`config.mk`:
```
export PLATFORM = sky130hd
export DESIGN_NAME = spi_reg_cfg_engine
export DESIGN_NICKNAME = d
export VERILOG_FILES = /design/src/rtl/spi_reg_cfg_engine.sv
export SDC_FILE = /design/constraint.sdc
export NUM_CORES = 1
export LEC_CHECK = 0
export ABC_AREA = 1
export CORE_ASPECT_RATIO = 1.5
export CORE_MARGIN = 5
export CORE_UTILIZATION = 55
export CTS_BUF_LIST = sky130_fd_sc_hd__clkbuf_16
export CTS_CLUSTER_DIAMETER = 30
export CTS_CLUSTER_SIZE = 25
export DETAILED_ROUTE_END_ITERATION = 8
export PLACE_DENSITY = 0.77
export REMOVE_ABC_BUFFERS = 1
export SYNTH_ARGS = -nofsm -noshare
export SYNTH_HDL_FRONTEND = slang
export SYNTH_SLANG_ARGS = --single-unit
```
`constraint.sdc`:
```
create_clock -name sys_clk_i -period 1.5 [get_ports sys_clk_i]
set_input_delay 0.225 -clock sys_clk_i [delete_from_list [all_inputs] [get_ports sys_clk_i]]
set_output_delay 0.225 -clock sys_clk_i [all_outputs]
set_load 0.02 [all_outputs]
```
`src/rtl/spi_reg_cfg_engine.sv`:
```
// Table-driven SPI register writer for AD9516-class clock chips: walks NUM_REGS {addr,data} entries.
// Optional readback-verify with retry is enabled by defining SPI_CFG_READBACK_VERIFY_EN.
module spi_reg_cfg_engine #(
   parameter int NUM_REGS  = 64,
   parameter int ADDR_W    = 10,
   parameter int IDX_W     = 6,
   parameter int CLK_DIV   = 4,
   parameter int CS_GAP    = 8,
   parameter int MAX_RETRY = 3
) (
   input  logic              sys_clk_i,
   input  logic              rst_i,
   input  logic              start_i,
   output logic              busy_o,
   output logic              done_o,
   output logic              err_o,
   output logic [IDX_W-1:0]  fail_idx_o,
   output logic [IDX_W-1:0]  rom_addr_o,
   input  logic [ADDR_W+7:0] rom_data_i,
   output logic              spi_cs_n_o,
   output logic              spi_sclk_o,
   output logic              spi_mosi_o,
   input  logic              spi_miso_i
);

   localparam int DIV_W = (CLK_DIV < 2) ? 1 : $clog2(CLK_DIV);
   localparam int GAP_W = $clog2(CS_GAP + 1);

`ifdef SPI_CFG_READBACK_VERIFY_EN
   localparam int RTY_W = (MAX_RETRY < 1) ? 1 : $clog2(MAX_RETRY + 1);
   typedef enum logic [2:0] {IDLE, FETCH, SHIFT, GAP, VERIFY, NEXT, DONE} state_t;
`else
   typedef enum logic [2:0] {IDLE, FETCH, SHIFT, GAP, NEXT, DONE} state_t;
`endif

   state_t             state_reg, state_next;
   logic               start_sync_reg, start_prev_reg;
   logic [IDX_W-1:0]   idx_reg;
   logic               fetch_wait_reg;
   logic [ADDR_W+7:0]  ent_reg;
   logic               cs_n_reg, sclk_reg;
   logic [23:0]        sh_reg;
   logic [DIV_W-1:0]   div_cnt_reg;
   logic [5:0]         edge_cnt_reg;
   logic [GAP_W-1:0]   gap_cnt_reg;
   logic [12:0]        addr13;

   logic start_edge, tick, gap_ok, launch, frame_end, last_idx, in_shift;

   genvar gi;
   generate
      for (gi = 0; gi < 13; gi++) begin : g_addr
         if (gi < ADDR_W) begin : g_bit
            assign addr13[gi] = ent_reg[8+gi];
         end else begin : g_pad
            assign addr13[gi] = 1'b0;
         end
      end
   endgenerate

   assign start_edge = start_sync_reg & ~start_prev_reg;
   assign tick       = (div_cnt_reg == DIV_W'(CLK_DIV - 1));
   assign gap_ok     = (gap_cnt_reg >= GAP_W'(CS_GAP - 1));
   assign frame_end  = ~cs_n_reg & tick & (edge_cnt_reg == 6'd48);
   assign last_idx   = (idx_reg == IDX_W'(NUM_REGS - 1));
`ifdef SPI_CFG_READBACK_VERIFY_EN
   assign in_shift   = (state_reg == SHIFT) || (state_reg == VERIFY);
`else
   assign in_shift   = (state_reg == SHIFT);
`endif
   // A shift state with CS still high is waiting out the inter-frame gap.
   assign launch     = in_shift & cs_n_reg & gap_ok;

`ifdef SPI_CFG_READBACK_VERIFY_EN
   logic [7:0]       rd_reg;
   logic             last_rd_reg;
   logic [RTY_W-1:0] retry_reg;
   logic             err_reg;
   logic [IDX_W-1:0] fail_idx_reg;
   logic             rd_match, retry_left;

   assign rd_match   = (rd_reg == ent_reg[7:0]);
   assign retry_left = (retry_reg < RTY_W'(MAX_RETRY));
   assign err_o      = err_reg;
   assign fail_idx_o = fail_idx_reg;
`else
   wire unused_ok = &{1'b0, spi_miso_i, (MAX_RETRY > 0)};
   assign err_o      = 1'b0;
   assign fail_idx_o = '0;
`endif

   always_ff @(posedge sys_clk_i) begin
      if (rst_i) begin
         state_reg <= IDLE;
      end else begin
         state_reg <= state_next;
      end
   end

   always_comb begin
      state_next = state_reg;
      case (state_reg)
         IDLE:   if (start_edge) state_next = FETCH;
         FETCH:  if (fetch_wait_reg) state_next = SHIFT;
         SHIFT:  if (frame_end) state_next = GAP;
`ifdef SPI_CFG_READBACK_VERIFY_EN
         VERIFY: if (frame_end) state_next = GAP;
         GAP: begin
            if (!last_rd_reg)     state_next = VERIFY;
            else if (rd_match)    state_next = NEXT;
            else if (retry_left)  state_next = SHIFT;
            else                  state_next = DONE;
         end
`else
         GAP:    state_next = NEXT;
`endif
         NEXT:   state_next = last_idx ? DONE : FETCH;
         DONE:   state_next = IDLE;
         default: state_next = IDLE;
      endcase
   end

   always_ff @(posedge sys_clk_i) begin
      if (rst_i) begin
         start_sync_reg <= 1'b0;
         start_prev_reg <= 1'b0;
         idx_reg        <= '0;
         fetch_wait_reg <= 1'b0;
         ent_reg        <= '0;
         cs_n_reg       <= 1'b1;
         sclk_reg       <= 1'b0;
         sh_reg         <= '0;
         div_cnt_reg    <= '0;
         edge_cnt_reg   <= '0;
         gap_cnt_reg    <= GAP_W'(CS_GAP);
`ifdef SPI_CFG_READBACK_VERIFY_EN
         rd_reg         <= '0;
         last_rd_reg    <= 1'b0;
         retry_reg      <= '0;
         err_reg        <= 1'b0;
         fail_idx_reg   <= '0;
`endif
      end else begin
         start_sync_reg <= start_i;
         start_prev_reg <= start_sync_reg;

         if (!cs_n_reg) begin
            gap_cnt_reg <= '0;
         end else if (gap_cnt_reg < GAP_W'(CS_GAP)) begin
            gap_cnt_reg <= gap_cnt_reg + 1'b1;
         end

         case (state_reg)
            IDLE: begin
               if (start_edge) begin
                  idx_reg        <= '0;
                  fetch_wait_reg <= 1'b0;
`ifdef SPI_CFG_READBACK_VERIFY_EN
                  err_reg        <= 1'b0;
                  fail_idx_reg   <= '0;
`endif
               end
            end
            FETCH: begin
               fetch_wait_reg <= ~fetch_wait_reg;
               if (fetch_wait_reg) begin
                  ent_reg <= rom_data_i;
`ifdef SPI_CFG_READBACK_VERIFY_EN
                  retry_reg <= '0;
`endif
               end
            end
`ifdef SPI_CFG_READBACK_VERIFY_EN
            GAP: begin
               if (last_rd_reg && !rd_match) begin
                  if (retry_left) begin
                     retry_reg <= retry_reg + 1'b1;
                  end else begin
                     err_reg      <= 1'b1;
                     fail_idx_reg <= idx_reg;
                  end
               end
            end
`endif
            NEXT: begin
               fetch_wait_reg <= 1'b0;
               if (!last_idx) idx_reg <= idx_reg + 1'b1;
            end
            default: ;
         endcase

         // Shared shift engine: edges 0..47 alternate rise/fall, edge 48 closes CS.
         if (launch) begin
            cs_n_reg     <= 1'b0;
            sclk_reg     <= 1'b0;
            div_cnt_reg  <= '0;
            edge_cnt_reg <= '0;
`ifdef SPI_CFG_READBACK_VERIFY_EN
            last_rd_reg  <= (state_reg == VERIFY);
            sh_reg       <= (state_reg == VERIFY) ? {1'b1, 2'b00, addr13, 8'h00}
                                                  : {1'b0, 2'b00, addr13, ent_reg[7:0]};
`else
            sh_reg       <= {1'b0, 2'b00, addr13, ent_reg[7:0]};
`endif
         end else if (!cs_n_reg) begin
            if (tick) begin
               div_cnt_reg <= '0;
               if (edge_cnt_reg == 6'd48) begin
                  cs_n_reg <= 1'b1;
               end else begin
                  sclk_reg     <= ~sclk_reg;
                  edge_cnt_reg <= edge_cnt_reg + 1'b1;
                  if (edge_cnt_reg[0]) begin
                     sh_reg <= {sh_reg[22:0], 1'b0};
                  end
`ifdef SPI_CFG_READBACK_VERIFY_EN
                  else if (edge_cnt_reg >= 6'd32) begin
                     rd_reg <= {rd_reg[6:0], spi_miso_i};
                  end
`endif
               end
            end else begin
               div_cnt_reg <= div_cnt_reg + 1'b1;
            end
         end
      end
   end

   assign rom_addr_o = idx_reg;
   assign spi_cs_n_o = cs_n_reg;
   assign spi_sclk_o = sclk_reg;
   assign spi_mosi_o = sh_reg[23];
   assign done_o     = (state_reg == DONE);
   assign busy_o     = (state_reg != IDLE) && (state_reg != DONE);

endmodule

```
Figure 1. Clock wiring as the flow saved it.
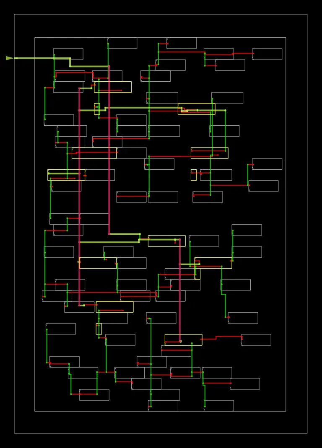
# clk buffers: 9
flip-flops: 68

Figure 2. Placement density heat map.
Scale: 4 px per um. The die is cut into 7 by 10 equal tiles; white is low, dark blue is high, 0 to 100% covered.
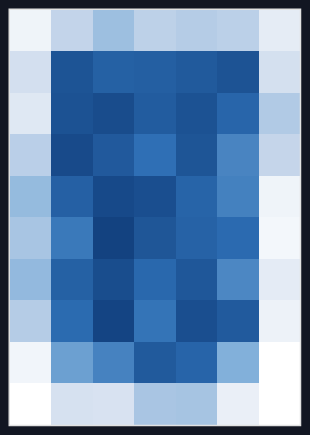
fullest tile = 93%
tiles over 75% full = 44%
nearly empty tiles = 4.3%

Figure 3. Clock network drawn from the DEF.
Scale: 4 px per um.
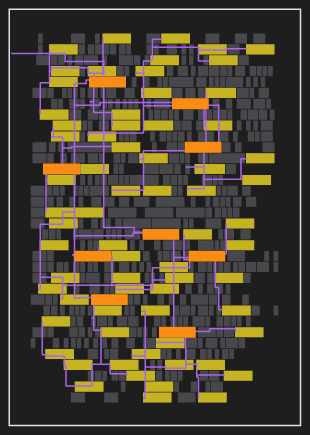
orange -> clock drivers  # count 9
yellow -> flip-flops  # count 68
purple -> clock wires  # length 855 um
routed clock nets = 10

==> impl_metrics.json <==
{
  "outcome": "finished clean",
  "rows": 34,
  "layout_top_cell": "nand2_1",
  "n_fill_cell": 462,
  "vias": 2887,
  "end_kind": "register",
  "insertion_delay_ns": 0.33,
  "track_usage": 0.182,
  "edf_count": 0,
  "overflow": 0,
  "ys_types": 30,
  "rsz0062_at_grt": "yes",
  "log.warning_count": 29,
  "cts-root-buf": "clkbuf_16",
  "first_pass_iters": 4,
  "tns_ns": 0,
  "grt_pass1_vias": 2673,
  "ys_seq_frac": 0.423,
  "synthArstFlopShare": 0,
  "grt_first_pass_wirelength_mm": 11.0,
  "cp-start-kind": "register",
  "yosysChipArea_um2": 3220,
  "gp_congestion": 0.827,
  "final-setup-viol-count": 0,
  "p_total_uw": 4990,
  "grt_max_degree": 37,
  "holdBufCountCts": 0,
  "cp.required_ns": 1.76,
  "worstPathArrival_ns": 1.73,
  "die_width_um": 72.5,
  "crit_fanout": 5,
  "die_area_um2": 7510,
  "numSynthFlops": 68,
  "drt_iter0_drc": 105,
  "hold_viol": 0,
  "maxCapViolCount": 0,
  "cts_buffers": 9,
  "final_layout_top_logic_cells": "nand2_1, dfxtp_1, inv_1",
  "fin_crit_ns": 1.47,
  "drcViolationCount": 0,
  "htree_levels": 3,
  "reg2regPathDepth": 11,
  "clock_sinks": 68,
  "fp.dieH_um": 104,
  "flop_cell": "dfxtp_1",
  "cts_tree": "yes",
  "fmax_ghz": 0.681,
  "avgSynthCellArea_um2": 7.23,
  "io_pins": 40,
  "hpwl_mm": 4.42,
  "antenna_found_initial": 0,
  "nNetsFinal": 533,
  "skew_ns": 0.00818,
  "min_path_type": "reg2reg",
  "hold_depth": 2,
  "yosysWarnings": 0,
  "p_leak_uw": 0.00166,
  "syn_to_final_growth_pct": 29.5,
  "n_antenna_cell": 0,
  "ys_cells": 445,
  "largest_reg_flops": 24,
  "viasPerCell": 4.97,
  "synthCells": 445,
  "placed_cells": 563,
  "crit_type": "reg2reg",
  "drive_above_1_share": 0.177,
  "wl_per_cell_um": 11.3,
  "portBuffers": 31,
  "core_util_floorplan": 0.560,
  "maxSlewViolCount": 0,
  "clk_pin_slew_ns": 0.05,
  "syn-cell-area_um2": 3220,
  "ant_nets": 0,
  "final_cell_count_no_fill": 581,
  "routed_wirelength_mm": 6.56,
  "period_used_share": 0.978,
  "core-area_um2": 5740,
  "p_per_area_nw_per_um2": 1200,
  "vdd_drop_max_uv": 979,
  "ctsLongestPathBuffers": 2
}
Figure 4. M1 wires.
Scale: 3 px per um. Supply wires on this layer in grey.
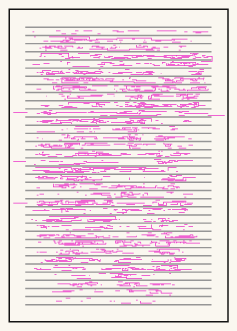
nets with wire on the layer = 486
main direction = horizontal
wire length on this layer = 2680 um

Figure 5. The metal 3 layer.
Scale: 4 px per um. Cells faint in the background.
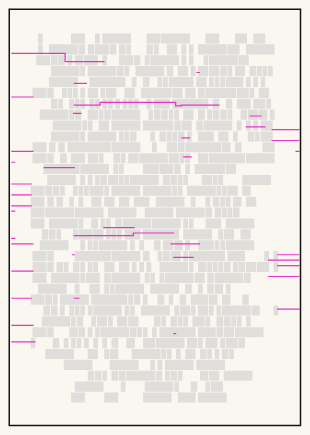
nets with wire on the layer = 29
wire length on this layer = 232 um
longest straight run = 18.9 um
share of all routed wire = 3.5%
main direction = horizontal

## worst max-delay path, cell delays in order (launching register included)
cell and delay (ns):
dfxtp_2 0.35, ha_4 0.14, nand2_2 0.05, nand2_2 0.08, nand2_4 0.06, buf_12 0.14
nor2_8 0.15, buf_6 0.15, nand2_2 0.04, nand3_1 0.07, nand2_1 0.06, nor2_1 0.11
## stage by stage
stage	setup slack [ns]	hold WS (ns)	cell area, um2	utilization
2_1_floorplan	0.00690	0.294	3090	-
3_3_place_gp	-0.0113	0.408	3790	0.661
3_5_place_dp	-0.0139	0.415	3790	0.661
4_1_cts	-0.0000819	0.420	4060	0.708
5_1_grt	-0.0518	0.427	4170	0.726
6_report	0.0323	0.419	4170	0.726
## worst paths after layout
| check | startpoint | end | slack, ns |
|---|---|---|---|
| setup / recovery | gap_cnt_reg[1]$_SDFFE_PP0N_ | sh_reg[17]$_SDFFE_PP0P_ | 0.03 |
| hold / removal | start_sync_reg$_SDFF_PP0_ | start_prev_reg$_SDFF_PP0_ | 0.42 |
| setup reg to reg | gap_cnt_reg[1]$_SDFFE_PP0N_ | sh_reg[17]$_SDFFE_PP0P_ | 0.03 |
| hold reg to reg | start_sync_reg$_SDFF_PP0_ | start_prev_reg$_SDFF_PP0_ | 0.42 |
## power by group
group	internal, uW	total, uW	switching [uW]
clock	1240	1950	704
combinational	461	1020	554
sequential	1940	2030	83.5
## timing repair
action                                  in CTS  in global routing
pin swaps                                    0                 11
buffers inserted                             0                  2
endpoints found under the setup margin      26                 39
gates cloned                                 0                  2
resized                                     22                 27
## cell families (layout without fill, tap and decap cells)
kind of cell	Yosys count	in the layout	synth area share
and+or+nand+nor	190	190	0.271
AOI/OAI and AO/OA	92	92	0.157
buffers and inverters	86	144	0.120
DFF	68	68	0.423
adders and majority gates	5	5	0.0194
xor gates and xnor gates	3	3	0.00817
other	1	7	0.00117
## routing by layer
| layer | share of wire | global-route usage | vias to the layer above |
|---|---|---|---|
| met4 | 0.025 | 0.0897 | 0 |
| met3 | 0.035 | 0.0397 | 13 |
| met5 | 0 | 0 | - |
| met2 | 0.53 | 0.331 | 44 |
| met1 | 0.41 | 0.189 | 1315 |
| li1 | - | - | 1515 |
## area by class of cell
type                            instances  area, um2  area share
Clock buffer                            9        225      0.0540
Clock inverter                          5       45.0      0.0108
Inverter                               63        236      0.0567
Multi-Input combinational cell        297       1570       0.376
Sequential cell                        68       1370       0.328
Tap cell                               72       90.1      0.0216
Timing Repair Buffer                   67        636       0.153
## synthesized netlist by cell type, types with 3 or more instances
cell | instances | area (um2)
nand2_1 | 92 | 345
dfxtp_1 | 68 | 1360
inv_1 | 57 | 214
nor2_1 | 50 | 188
a21oi_1 | 46 | 230
o21ai_0 | 27 | 135
nand3_1 | 23 | 115
o21bai_1 | 16 | 120
buf_2 | 8 | 40.0
buf_4 | 8 | 60.1
nand3_2 | 6 | 60.1
ha_1 | 5 | 62.6
inv_2 | 5 | 18.8
clkbuf_1 | 4 | 15.0
nand2_4 | 4 | 45.0
nand3b_1 | 4 | 30.0
buf_6 | 3 | 33.8
nor3_1 | 3 | 15.0
Power figures rest on the tool's default switching activity, not on a simulated workload.
